===== src/rtl/ace_snoop_pkg.sv =====
// ace_snoop_pkg: shared constants, state encoding and timeout width for the ACE snoop collector
package ace_snoop_pkg;
    localparam int unsigned CR_DT  = 0;
    localparam int unsigned CR_ERR = 1;
    localparam int unsigned CR_PD  = 2;
    localparam int unsigned CR_IS  = 3;
    localparam int unsigned CR_WU  = 4;
    localparam int unsigned TO_W   = 16;
    typedef enum logic [1:0] {IDLE, SEND_AC, FWD_CD, RESP} state_e;
endpackage


===== src/rtl/ace_snoop_lzc_sel.sv =====
// ace_snoop_lzc_sel: isolates the lowest set bit of a vector and encodes its index
module ace_snoop_lzc_sel #(
    parameter int N = 4,
    localparam int W = $clog2(N)
) (
    input  logic [N-1:0] vec,
    output logic [N-1:0] onehot,
    output logic [W-1:0] idx
);
    assign onehot = vec & (~vec + N'(1));
    // scan from the top so the lowest set index is the one that sticks
    always_comb begin
        idx = '0;
        for (int i = N - 1; i >= 0; i--)
            if (vec[i]) idx = W'(i);
    end
endmodule


===== src/rtl/ace_snoop_collector.sv =====
// ace_snoop_collector: broadcasts one snoop, merges CR responses, forwards one CD line (ACE_SNOOP_TIMEOUT_EN adds a 16-bit timeout)
module ace_snoop_collector
    import ace_snoop_pkg::*;
#(
    parameter int NoPorts = 4,
    parameter int AddrWidth = 64,
    parameter int DataWidth = 64,
    parameter int LineWidth = 512,
    parameter bit SkipInitiator = 1'b1,
    localparam int IW = $clog2(NoPorts)
) (
    input  logic                           clk_i,
    input  logic                           rst_i,
    input  logic                           req_valid_i,
    output logic                           req_ready_o,
    input  logic [AddrWidth-1:0]           req_addr_i,
    input  logic [3:0]                     req_snoop_i,
    input  logic [IW-1:0]                  req_src_i,
    input  logic [NoPorts-1:0]             req_mask_i,
    output logic [NoPorts-1:0]             ac_valid_o,
    input  logic [NoPorts-1:0]             ac_ready_i,
    output logic [AddrWidth-1:0]           ac_addr_o,
    output logic [3:0]                     ac_snoop_o,
    input  logic [NoPorts-1:0]             cr_valid_i,
    output logic [NoPorts-1:0]             cr_ready_o,
    input  logic [5*NoPorts-1:0]           cr_resp_i,
    input  logic [NoPorts-1:0]             cd_valid_i,
    output logic [NoPorts-1:0]             cd_ready_o,
    input  logic [DataWidth*NoPorts-1:0]   cd_data_i,
    input  logic [NoPorts-1:0]             cd_last_i,
    output logic                           rsp_valid_o,
    input  logic                           rsp_ready_i,
    output logic [4:0]                     rsp_resp_o,
    output logic [IW-1:0]                  rsp_port_o,
    output logic                           data_valid_o,
    input  logic                           data_ready_i,
    output logic [DataWidth-1:0]           data_o,
    output logic                           data_last_o
);
    localparam int CdBeats = LineWidth / DataWidth;
    localparam int CW = $clog2(CdBeats + 1);

    state_e state;
    logic [NoPorts-1:0] tmask, ac_done, cr_done, dmask;
    logic [CW-1:0] cnt [NoPorts];
    logic [4:0] resp_acc, cr_or;
    logic [NoPorts-1:0] req_t, ac_hs, cr_rdy, cr_hs, cd_rdy, cd_hs;
    logic [NoPorts-1:0] cd_done, cd_done_nxt, cd_last_exp, cr_dt, cr_done_nxt, sel_oh;
    logic [IW-1:0] sel_idx;
    logic last_err, drain, to_hit, fwd;

    ace_snoop_lzc_sel #(.N(NoPorts)) u_sel (
        .vec(dmask),
        .onehot(sel_oh),
        .idx(sel_idx)
    );

    assign fwd = state == FWD_CD;
    assign req_t = req_mask_i & ~(SkipInitiator ? (NoPorts'(1) << req_src_i) : '0);
    assign req_ready_o = state == IDLE;
    assign rsp_valid_o = state == RESP;
    assign rsp_resp_o = rsp_valid_o ? resp_acc : '0;
    assign rsp_port_o = rsp_valid_o ? sel_idx : '0;
    assign ac_valid_o = state == SEND_AC ? tmask & ~ac_done : '0;
    assign ac_hs = ac_valid_o & ac_ready_i;
    assign cr_rdy = state == SEND_AC ? tmask & ac_done & ~cr_done : '0;
    assign cr_hs = cr_rdy & cr_valid_i;
    assign cr_ready_o = cr_rdy | {NoPorts{drain}};
    assign cr_done_nxt = cr_done | cr_hs;
    assign cd_rdy = fwd ? dmask & ~cd_done & (~sel_oh | {NoPorts{data_ready_i}}) : '0;
    assign cd_hs = cd_rdy & cd_valid_i;
    assign cd_ready_o = cd_rdy | {NoPorts{drain}};
    assign data_valid_o = fwd & |(sel_oh & cd_valid_i & ~cd_done);
    assign data_last_o = fwd & |(sel_oh & cd_last_exp & ~cd_done);
    assign data_o = data_valid_o ? cd_data_i[sel_idx*DataWidth +: DataWidth] : '0;

    // per-port beat position: finished, and whether the next beat should carry last
    always_comb begin
        cd_done = '0;
        cd_last_exp = '0;
        for (int p = 0; p < NoPorts; p++) begin
            cd_done[p] = cnt[p] == CW'(CdBeats);
            cd_last_exp[p] = cnt[p] == CW'(CdBeats - 1);
        end
    end

    // merge this cycle's CR handshakes and spot CD last markers that disagree with the count
    always_comb begin
        cr_or = '0;
        cr_dt = '0;
        last_err = 1'b0;
        cd_done_nxt = '0;
        for (int p = 0; p < NoPorts; p++) begin
            cd_done_nxt[p] = cd_done[p] | (cd_hs[p] & cd_last_exp[p]);
            cr_dt[p] = cr_hs[p] & cr_resp_i[5*p + CR_DT];
            cr_or = cr_or | (cr_hs[p] ? cr_resp_i[5*p +: 5] : 5'b0);
            last_err = last_err | (cd_hs[p] & (cd_last_i[p] ^ cd_last_exp[p]));
        end
    end

    // transaction FSM: accept, snoop and collect, forward/drain data, present the merged result
    always_ff @(posedge clk_i or posedge rst_i) begin
        if (rst_i) begin
            state <= IDLE;
            tmask <= '0;
            ac_done <= '0;
            cr_done <= '0;
            dmask <= '0;
            resp_acc <= '0;
            ac_addr_o <= '0;
            ac_snoop_o <= '0;
            for (int p = 0; p < NoPorts; p++) cnt[p] <= '0;
        end else begin
            case (state)
                IDLE: if (req_valid_i) begin
                    ac_addr_o <= req_addr_i;
                    ac_snoop_o <= req_snoop_i;
                    tmask <= req_t;
                    ac_done <= '0;
                    cr_done <= '0;
                    dmask <= '0;
                    resp_acc <= '0;
                    for (int p = 0; p < NoPorts; p++) cnt[p] <= '0;
                    state <= req_t == '0 ? RESP : SEND_AC;
                end
                SEND_AC: begin
                    ac_done <= ac_done | ac_hs;
                    cr_done <= cr_done_nxt;
                    dmask <= dmask | cr_dt;
                    resp_acc <= resp_acc | cr_or;
                    if (cr_done_nxt == tmask) state <= |(dmask | cr_dt) ? FWD_CD : RESP;
                end
                FWD_CD: begin
                    for (int p = 0; p < NoPorts; p++)
                        if (cd_hs[p]) cnt[p] <= cnt[p] + CW'(1);
                    if (last_err) resp_acc[CR_ERR] <= 1'b1;
                    if (&(~dmask | cd_done_nxt)) state <= RESP;
                end
                RESP: if (rsp_ready_i) state <= IDLE;
                default: state <= IDLE;
            endcase
            if (to_hit) begin
                state <= RESP;
                resp_acc <= 5'b1 << CR_ERR;
                dmask <= '0;
            end
        end
    end

`ifdef ACE_SNOOP_TIMEOUT_EN
    logic [TO_W-1:0] to_cnt;
    assign to_hit = (state == SEND_AC || fwd) && &to_cnt;
    // stall counter restarts on any channel progress; after expiry late CR/CD are swallowed until the next accept
    always_ff @(posedge clk_i or posedge rst_i) begin
        if (rst_i) begin
            to_cnt <= '0;
            drain <= 1'b0;
        end else begin
            to_cnt <= (state == SEND_AC || fwd) && !(|{ac_hs, cr_hs, cd_hs}) && !to_hit ? to_cnt + TO_W'(1) : '0;
            if (to_hit) drain <= 1'b1;
            else if (req_valid_i && req_ready_o) drain <= 1'b0;
        end
    end
`else
    assign to_hit = 1'b0;
    assign drain = 1'b0;
`endif
endmodule


===== config.mk =====
export PLATFORM = sky130hd
export DESIGN_NAME = ace_snoop_collector
export DESIGN_NICKNAME = d
export VERILOG_FILES = /design/src/rtl/ace_snoop_pkg.sv /design/src/rtl/ace_snoop_lzc_sel.sv /design/src/rtl/ace_snoop_collector.sv
export SDC_FILE = /design/constraint.sdc
export NUM_CORES = 1
export LEC_CHECK = 0
export CORE_AREA = 4 4 203 205
export CTS_CLUSTER_SIZE = 8
export DETAILED_ROUTE_END_ITERATION = 10
export DIE_AREA = 0 0 207 209
export PLACE_DENSITY = 0.58
export REMOVE_ABC_BUFFERS = 1
export SLEW_MARGIN = 10
export SYNTH_ARGS = -nofsm -noshare
export SYNTH_HDL_FRONTEND = slang
export SYNTH_SLANG_ARGS = --single-unit

===== constraint.sdc =====
create_clock -name clk_i -period 6.5 [get_ports clk_i]
set_clock_uncertainty 0.2 [all_clocks]
set_input_delay 1.3 -clock clk_i [delete_from_list [all_inputs] [get_ports clk_i]]
set_output_delay 1.3 -clock clk_i [all_outputs]
set_load 0.05 [all_outputs]

Cells coloured by class:
Fill, decap, tap and diode cells in grey.
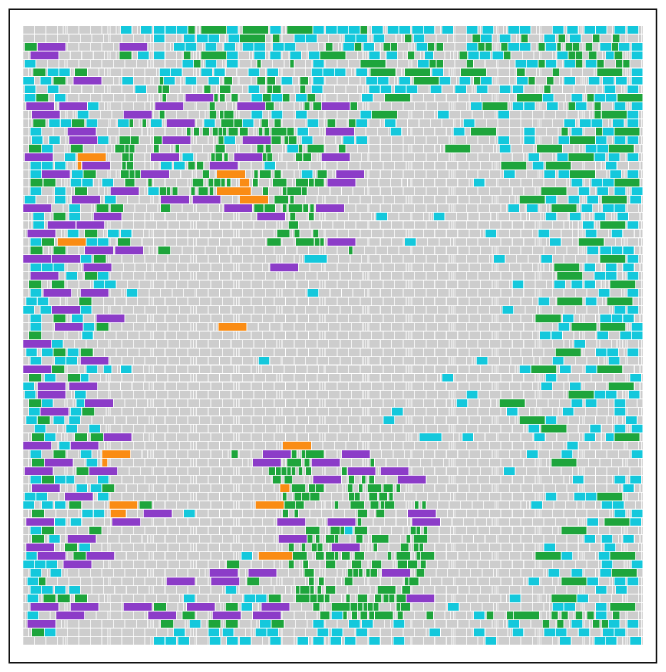
legend:
  purple:
    class: sequential cells
    cells: 107
  cyan:
    class: remaining buffers and delay cells
    cells: 535
  orange:
    class: clock drivers and dummy loads
    cells: 16
  green:
    class: combinational and other logic
    cells: 467
Core Util, Final: 34.0%
core region area: 39,500 um^2
row cnt: 73

The metal 3 layer:
Bar = 50 um.
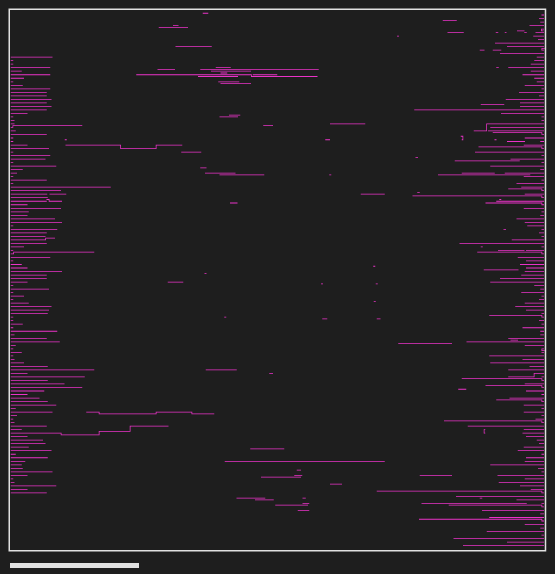
longest straight run: 63.7 um
main direction: horizontal
wire length on this layer: 3,720 um
met3 Usage GRT: 6.89%
total wire length: 41.4 mm
via count: 7,347

==> Implementation_results.wiki <==
== Implementation results ==
{| class="wikitable"
! Metric !! Value
|-
| Type of the worst setup path || in2out
|-
| Final layout net count || 1,503
|-
| Worst reg-to-reg path cell count || 7
|-
| Total clock network power || 0.618 mW
|-
| Mean number of vias per cell || 4.42
|-
| Setup crit end kind || primary output
|-
| Post-route minimum period || 5.54 ns
|-
| Post-synth cell types || 64
|-
| Final count of pins violating max slew || 0
|-
| Area growth, synth to finish || 84.3%
|-
| Dpl cells || 1,634
|-
| Cell type contributing the most total cell area after synthesis || dfrtp_1
|-
| Share of the synthesized area in the top cell type || 36.8%
|-
| Die area || 43,300 um^2
|-
| Critical path peak fanout || 35
|-
| Setup slack of the worst register-to-register path || 3.18 ns
|-
| Worst path max stage delay || 0.79 ns
|-
| Maximum clock path buffer count || 2
|-
| Outcome || finished, final reports clean
|-
| Number of synthesized flops with an enable pin || 0
|-
| Power density relative to cell area || 318 nW/um^2
|-
| Clock share of power || 14.5%
|-
| Sequential group share of total power || 26.4%
|-
| Final standard cell count with taps included and fillers excluded || about 1.7k
|-
| Chain of cells forming the critical path || clkdlybuf4s50_1 > nand3_1 > nand2_1 > o21ai_4 > buf_4 > and2b_1 > clkdlybuf4s50_1
|-
| Top cells by count, synth || 107 x dfrtp_1, 68 x mux2_2, 64 x mux4_2, 61 x nor2b_1, 26 x inv_1
|-
| Type of the most critical hold path || reg2reg
|-
| Clock-pin transition on the worst setup and hold timing paths || 0.07 ns
|-
| Worst hold stages || 1
|-
| Iteration tally of the first detailed-router pass || 7
|-
| Number of global-route vias before repair || around 7.8k
|-
| Total routed wire length on the met1 layer || about 15 mm
|-
| Sequential-to-total area share from yosys stat || ~37%
|-
| Leading register cell type out of synthesis || dfrtp_1
|-
| Static leakage power || 5.10 nW
|-
| Worst hold margin || 0.287 ns
|-
| Ys async rst share || 100%
|-
| Layer with the highest usage || met2
|-
| Boundary pin count || 526
|-
| Most flops, register || ac_addr_o
|-
| Worst Tran Pin Value || approximately 1 ns
|-
| Dominant kind of combinational cell || multiplexers
|-
| Total number of warnings across the stage logs || 32
|-
| Total internal power || 2.33 mW
|-
| Avg Synthesized Cell Area || 11.8 um^2
|-
| Detail Placement HPWL || 34.9 mm
|-
| Comb pwr share || 59.1%
|-
| Highest metal used || met5
|-
| Endpoint of the worst setup timing path || data_o[11]
|-
| Critical Path Start Type || input pin
|-
| Source of the critical timing path || cd_valid_i[3]
|-
| Dominant logic cell type in the layout || clkdlybuf4s50_1
|-
| Most frequent cells in the layout || 525 x clkdlybuf4s50_1, 107 x dfrtp_1, 68 x mux2_2
|-
| Total design power || 4.26 mW
|-
| XOR/XNOR Area Share || about 1.2%
|-
| Total net switching power || just under 2 mW
|-
| Complex Gates by Area || 9.22%
|-
| Buffers added on ports || 525
|-
| DR DRC count || 0
|-
| Die H || 209 um
|-
| Cells after Synth || 618
|-
| Summed instance area of the synthesized netlist || 7290 um^2
|-
| Post-CTS Hold Buffers || 0
|}
Wiring heat map:
Bar = 50 um. 21 x 21 tiles, from dark blue (low) to red (high), scaled to the fullest tile. Values are wire area over tile area, all layers added.
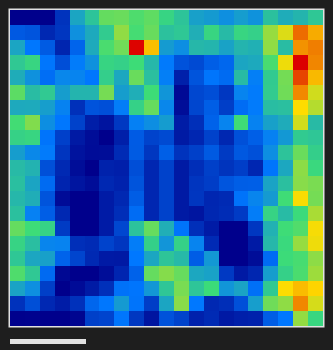
fullest tile: 0.53
densest ninth of the die: top right
tiles over half the peak: 17%
mean over tiles: 0.16
emptiest ninth of the die: middle
nearly empty tiles: 6.1%
detail-routed net length per standard cell: 24.9 um
global router's overall resource usage: 18.2%

Signal wires on met1:
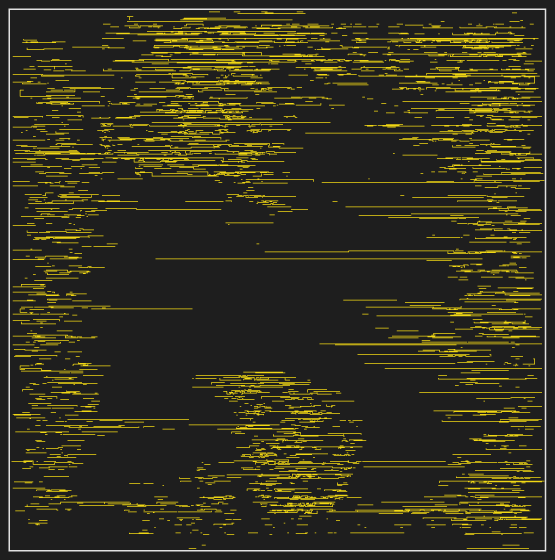
main direction: horizontal
nets with wire on the layer: 1,351
share of all routed wire: 35%
met1 track demand over resource in global routing: 18.9%

[layout make-up]
cell class | instances | area, um^2
fill | 4034 | 26000
timing repair buffer | 535 | 5360
multi-input combinational | 440 | 4280
sequential | 107 | 2680
tap | 525 | 657
clock buffer | 11 | 243
inverter | 27 | 104
clock inverter | 5 | 82.6
antenna | 11 | 27.5
[metrics by stage]
step	util (%)	instance area, um^2	setup TNS (ns)	worst slack [ns]
2_1_floorplan	-	7020	-95.97	-1.50
3_3_place_gp	33.1	13100	0	1.02
3_5_place_dp	33.1	13100	0	0.956
4_1_cts	34.0	13400	0	0.957
5_1_grt	34.0	13400	0	0.793
6_report	34.0	13400	0	0.958
[critical path, delay by kind of cell]
family          cells  cell delay, ns
buf+inv             3            1.52
compound gates      1            0.79
simple gates        3            0.39
Power is estimated from default activity; no workload was simulated.
